`config.mk`:
```
export PLATFORM = sky130hd
export DESIGN_NAME = pipe_stage_reg
export DESIGN_NICKNAME = d
export VERILOG_FILES = /design/src/rtl/pipe_stage_reg.sv
export SDC_FILE = /design/constraint.sdc
export NUM_CORES = 1
export LEC_CHECK = 0
export ABC_CLOCK_PERIOD_IN_PS = 4600
export CAP_MARGIN = 20
export CELL_PAD_IN_SITES_DETAIL_PLACEMENT = 0
export CELL_PAD_IN_SITES_GLOBAL_PLACEMENT = 1
export CORE_MARGIN = 4
export CORE_UTILIZATION = 39
export DETAILED_ROUTE_END_ITERATION = 10
export PLACE_DENSITY = 0.87
export SLEW_MARGIN = 10
export SYNTH_ARGS = -nofsm -noshare
export SYNTH_HDL_FRONTEND = slang
export SYNTH_SLANG_ARGS = --single-unit
```
`constraint.sdc`:
```
create_clock -name clk -period 4.6 [get_ports clk]
set_clock_uncertainty 0.1 [all_clocks]
set_input_delay 0.46 -clock clk [delete_from_list [all_inputs] [get_ports clk]]
set_output_delay 0.46 -clock clk [all_outputs]
set_load 0.05 [all_outputs]
```
`src/rtl/pipe_stage_reg.sv`:
```
// Handshaked pipeline-stage register with a one-entry skid buffer and perf counters.
// Latency: 1 cycle from acceptance into an empty stage to presentation on out_*.
// Backpressure: in_ready is a flop (skid empty), so out_ready never reaches in_ready combinationally.
module pipe_stage_reg #(
  parameter int DATA_W = 111,
  parameter int CTRL_W = 8,
  parameter int CNT_W  = 16
) (
  input  logic              clk,
  input  logic              rst,
  input  logic              flush,
  input  logic              clr_cnt,
  input  logic              in_valid,
  output logic              in_ready,
  input  logic [DATA_W-1:0] in_data,
  input  logic [CTRL_W-1:0] in_ctrl,
  output logic              out_valid,
  input  logic              out_ready,
  output logic [DATA_W-1:0] out_data,
  output logic [CTRL_W-1:0] out_ctrl,
  output logic [CNT_W-1:0]  bubble_cnt,
  output logic [CNT_W-1:0]  stall_cnt
);

  localparam logic [CNT_W-1:0] CNT_MAX = '1;

  // Main entry: drives the outputs directly.
  logic              m_v_q, m_v_d;
  logic [DATA_W-1:0] m_data_q, m_data_d;
  logic [CTRL_W-1:0] m_ctrl_q, m_ctrl_d;

  // Skid entry: absorbs the one beat already in flight when the downstream stalls.
  logic              s_v_q, s_v_d;
  logic [DATA_W-1:0] s_data_q, s_data_d;
  logic [CTRL_W-1:0] s_ctrl_q, s_ctrl_d;

  logic [CNT_W-1:0]  bubble_q, bubble_d;
  logic [CNT_W-1:0]  stall_q, stall_d;

  logic acc;
  logic fire;

  // Handshake events; in_ready is the registered "skid empty" flag.
  assign in_ready = ~s_v_q;
  assign acc      = in_valid & ~s_v_q;
  assign fire     = m_v_q & out_ready;

  assign out_valid  = m_v_q;
  assign out_data   = m_data_q;
  assign out_ctrl   = m_ctrl_q;
  assign bubble_cnt = bubble_q;
  assign stall_cnt  = stall_q;

  // Entry next-state: flush kills both entries (control zeroed, data held),
  // otherwise refill M from S or the input, or park the input in S while stalled.
  always_comb begin
    m_v_d    = m_v_q;
    m_data_d = m_data_q;
    m_ctrl_d = m_ctrl_q;
    s_v_d    = s_v_q;
    s_data_d = s_data_q;
    s_ctrl_d = s_ctrl_q;

    if (flush) begin
      m_v_d    = 1'b0;
      s_v_d    = 1'b0;
      m_ctrl_d = '0;
      s_ctrl_d = '0;
    end else if (!m_v_q || fire) begin
      if (s_v_q) begin
        // Skid drains into main first to keep FIFO order.
        m_v_d    = 1'b1;
        m_data_d = s_data_q;
        m_ctrl_d = s_ctrl_q;
        s_v_d    = 1'b0;
        if (acc) begin
          s_v_d    = 1'b1;
          s_data_d = in_data;
          s_ctrl_d = in_ctrl;
        end
      end else if (acc) begin
        m_v_d    = 1'b1;
        m_data_d = in_data;
        m_ctrl_d = in_ctrl;
      end else begin
        // Bubble: control bits zeroed so downstream sees no side effects.
        m_v_d    = 1'b0;
        m_ctrl_d = '0;
      end
    end else if (acc) begin
      s_v_d    = 1'b1;
      s_data_d = in_data;
      s_ctrl_d = in_ctrl;
    end
  end

  // Counter next-state: clear wins over increment, both saturate at all-ones.
  always_comb begin
    bubble_d = bubble_q;
    stall_d  = stall_q;
    if (clr_cnt) begin
      bubble_d = '0;
      stall_d  = '0;
    end else begin
      if (!m_v_q && (bubble_q != CNT_MAX)) begin
        bubble_d = bubble_q + 1'b1;
      end
      if (m_v_q && !out_ready && (stall_q != CNT_MAX)) begin
        stall_d = stall_q + 1'b1;
      end
    end
  end

  // State register with synchronous reset clearing entries, payloads and counters.
  always_ff @(posedge clk) begin
    if (rst) begin
      m_v_q    <= 1'b0;
      m_data_q <= '0;
      m_ctrl_q <= '0;
      s_v_q    <= 1'b0;
      s_data_q <= '0;
      s_ctrl_q <= '0;
      bubble_q <= '0;
      stall_q  <= '0;
    end else begin
      m_v_q    <= m_v_d;
      m_data_q <= m_data_d;
      m_ctrl_q <= m_ctrl_d;
      s_v_q    <= s_v_d;
      s_data_q <= s_data_d;
      s_ctrl_q <= s_ctrl_d;
      bubble_q <= bubble_d;
      stall_q  <= stall_d;
    end
  end

endmodule

```
### Signal wires on met2

(1.5 px per um)
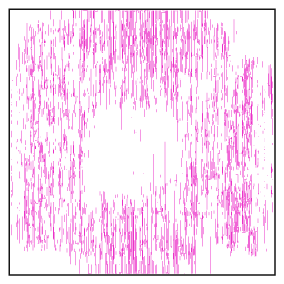
The longest straight run is 58.5 um. The wires run mostly vertical. The layer holds 47% of the routed length.
drt total wl: 30600 um
detailed-route via count: 9855
M2 GR Usage: 0.306

### Clock wiring as the flow saved it

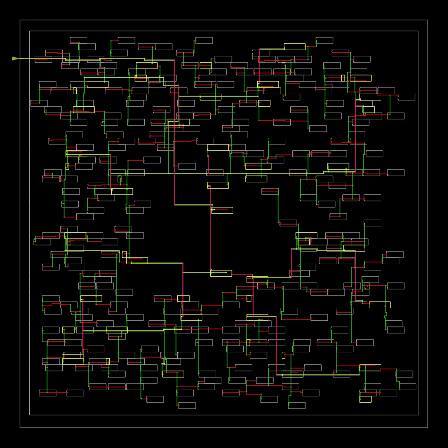
total CTS buffers: 30
clk_lat worst skew: 0.54 ns
clkbuf count: 48

### Wiring by layer

(2 px per um)
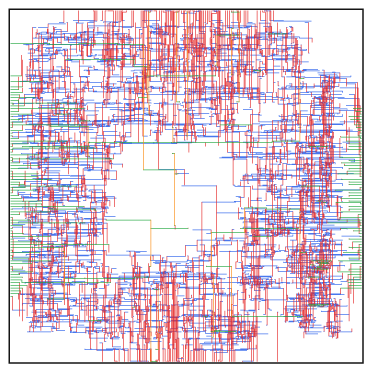
Key: met4 = orange [wire length 622 um]; met3 = green [wire length 2080 um]; met2 = red [wire length 14300 um]; met1 = blue [wire length 13600 um]
GRT Resource Usage Total: 0.187
per-cell routed wire length: 16.2 um

==> CHANGELOG.md <==
### Metrics

* Post-route design area at ~0.015 mm2
* Startpoint Class: flip-flop
* Initial antenna violation count at 1
* Non-CTS inverters at 8
* Sequential power share at 0.447
* CTS Buffer Depth at 3
* Power density over the cells at between 300 and 400 mW/mm2
* Floorplan Nets at roughly 1400
* Post-synthesis cell area at between 0.01 and 0.015 mm2
* F_max at about 0.37 GHz
* FP Core Util at 0.396
* DP Area at 0.0140 mm2
* Asr flop ratio synth at 0
* Detailed Place HPWL at 20100 um
* HP Start: rst
* Final core occ at 0.538
* Final Max Tran Viols at 0
* Vias per cell at between 5 and 6
* Seq area share at 0.364
* Worst path max stage delay at about 0.88 ns
* Registers at about 270
* Register share after synthesis at 0.494
* YS chip area at approximately 0.011 mm2
* Yosys cell count at 1269
* CP endpoint kind: output pin
* Hold path endpoint: s_data_q[0]
* R2R depth at 5
* CTS Hold Bufs at 0
* Largest net degree at the start of global routing at between 150 and 200
* Top sig layer: met4
* Die Ht at around 180 um
* Crit Path Class: flip-flop to output pin
* Switching part of the total power at 0.257
* Worst-path clk slew at about 0.060 ns
* Drt initial violations at between 500 and 600
* Slowest CP cell: clkdlybuf4s50_1
* Met1 Use GR at 0.249
* Buffer share of cell area at 0.197
* Layout net count at between 1500 and 2000
* Layout cells sized above 1 at 0.0495
* Final setup viols at 0
* Most common logic cells in the final layout: clkdlybuf4s50_1, dfxtp_1, nand2_1
* RSZ-0062 raised after global routing: false
* Commonest cells post-synth: dfxtp_1, nand2_1, a21oi_1
* IO Count at ~280
* Vias in the first global route at ~9300
* Max Cap Violations at 0
* Drt drc at 0
* Multiplexer share at 0.101
* Simple-gate portion of the synthesized area at 0.189
* PostCTS Resize Cnt at 0
* Critical path peak fanout at 24
* Lkg Pwr at 0.00482 uW
* Post-layout period usage at 0.584
* Hold path cells at 2
* Synth area leader: dfxtp_1
* Outcome: finished clean
* CTS tree: done
* Dominant combinational family: simple AND/OR/NAND/NOR gates
* Register area at between 0.005 and 0.006 mm2
* Seq cells post-synth at approximately 270
* Slew HR at 0.294
* RePlAce Congestion at a little under 0.9
* Flip-flops with a built-in enable at 0
* Most frequent cell after synthesis: dfxtp_1
* Worst Setup SP: s_v_q
* Worst Path Required at roughly 4 ns
* Cell area leaders: dfxtp_1, mux2i_1, nand2_1
* Yosys aoi share at 0.169
* Hold Crit Class: input port to flip-flop
* Top cell excl fill/tap: clkdlybuf4s50_1
* Post-Synth XOR/XNOR Area at 0
* Crit-path cells: inv_1, clkdlybuf4s50_1
* Synth Flop Type: dfxtp_1
* Met3 usage at 0.0463
* Internal power at 4140 uW
* Post-CTS setup buffers at 0
* H-tree depth at 1
* Fillers at 2586
* CP arrival at 2.13 ns
* Worst reg-to-reg setup slack at 1.99 ns
* Combinational gate area at 0.00510 mm2
* First-pass GRT wire length at 48900 um
* Setup tns final at 0 ns
* ANT cells at 2
* Die x size at roughly 180 um
* Post-Synth Adder-Cell Area at 0.00227
* Combinational gates at between 800 and 900
* Core Footprint at approximately 0.028 mm2
* Worst R2R End: out_data[13]
* Syn Area/Cell at between 8 and 9 um2
* CP Capture Point: in_ready
* Combinational fraction of the cell area at 0.341
* Total power at around 5600 uW
* Grt total ovfl at 0
* Post-route antenna net violation count at 0
* Final hold vios at 0
* Syn Inst Count at 1269
* Clock sink count at roughly 270
* N_taps at roughly 380
* Syn. warnings at 0
* DRT Pass-1 Iters at 7
* Chip area at 0.0310 mm2
* Reg2reg start: out_valid
* Clk tree area frac at 0.0644
* M1 WL at around 14000 um
* Row count at 61
* GR peak layer: met2
* Log Warnings at 29
* CTS root buffer: clkbuf_16
* Leading cell kind: registers
* Maximum vdd drop at approximately 0.22 mV
* Synth top area share at 0.494
* Area Overhead vs Synth at 35.9%
* Share of power burned in combinational logic at 0.137
* Tmin final at 2.69 ns
* Clock power frac at 0.417
* Met2 wire length at 14300 um
* Buffers excl. clock at between 200 and 300
* Slew @ Worst Pin at between 1 and 1.5 ns
* Net switching power at between 1000 and 1500 uW
* Post-synthesis cell type count at roughly 45
* Met3 WL at ~2100 um
* PortBufs at 277
## worst max-delay path: cells and delay by family (launching register included)
kind / cells / cell delay [ns]
buffers and inverters: 2 / 1.13
DFF: 1 / 0.46
## power by group through the flow
stage                     clock network, uW  registers [uW]  logic (uW)
after floorplan                           0            2770         202
after global placement                    0            2540         756
after detailed placement                  0            2540         763
after CTS                              2390            2490         766
after global routing                   2490            2500         807
final                                  2320            2490         761
## through the flow
stage	std cells	setup WS, ns	hold WS (ns)
finish	1894	1.91	0.276
detailed placement	1840	1.52	0.346
global route	1893	1.78	0.274
floorplan	1269	2.43	0.336
CTS	1892	1.89	0.257
global placement	1840	1.65	0.341
No activity file was given, so power comes from the tool's default toggle rates.
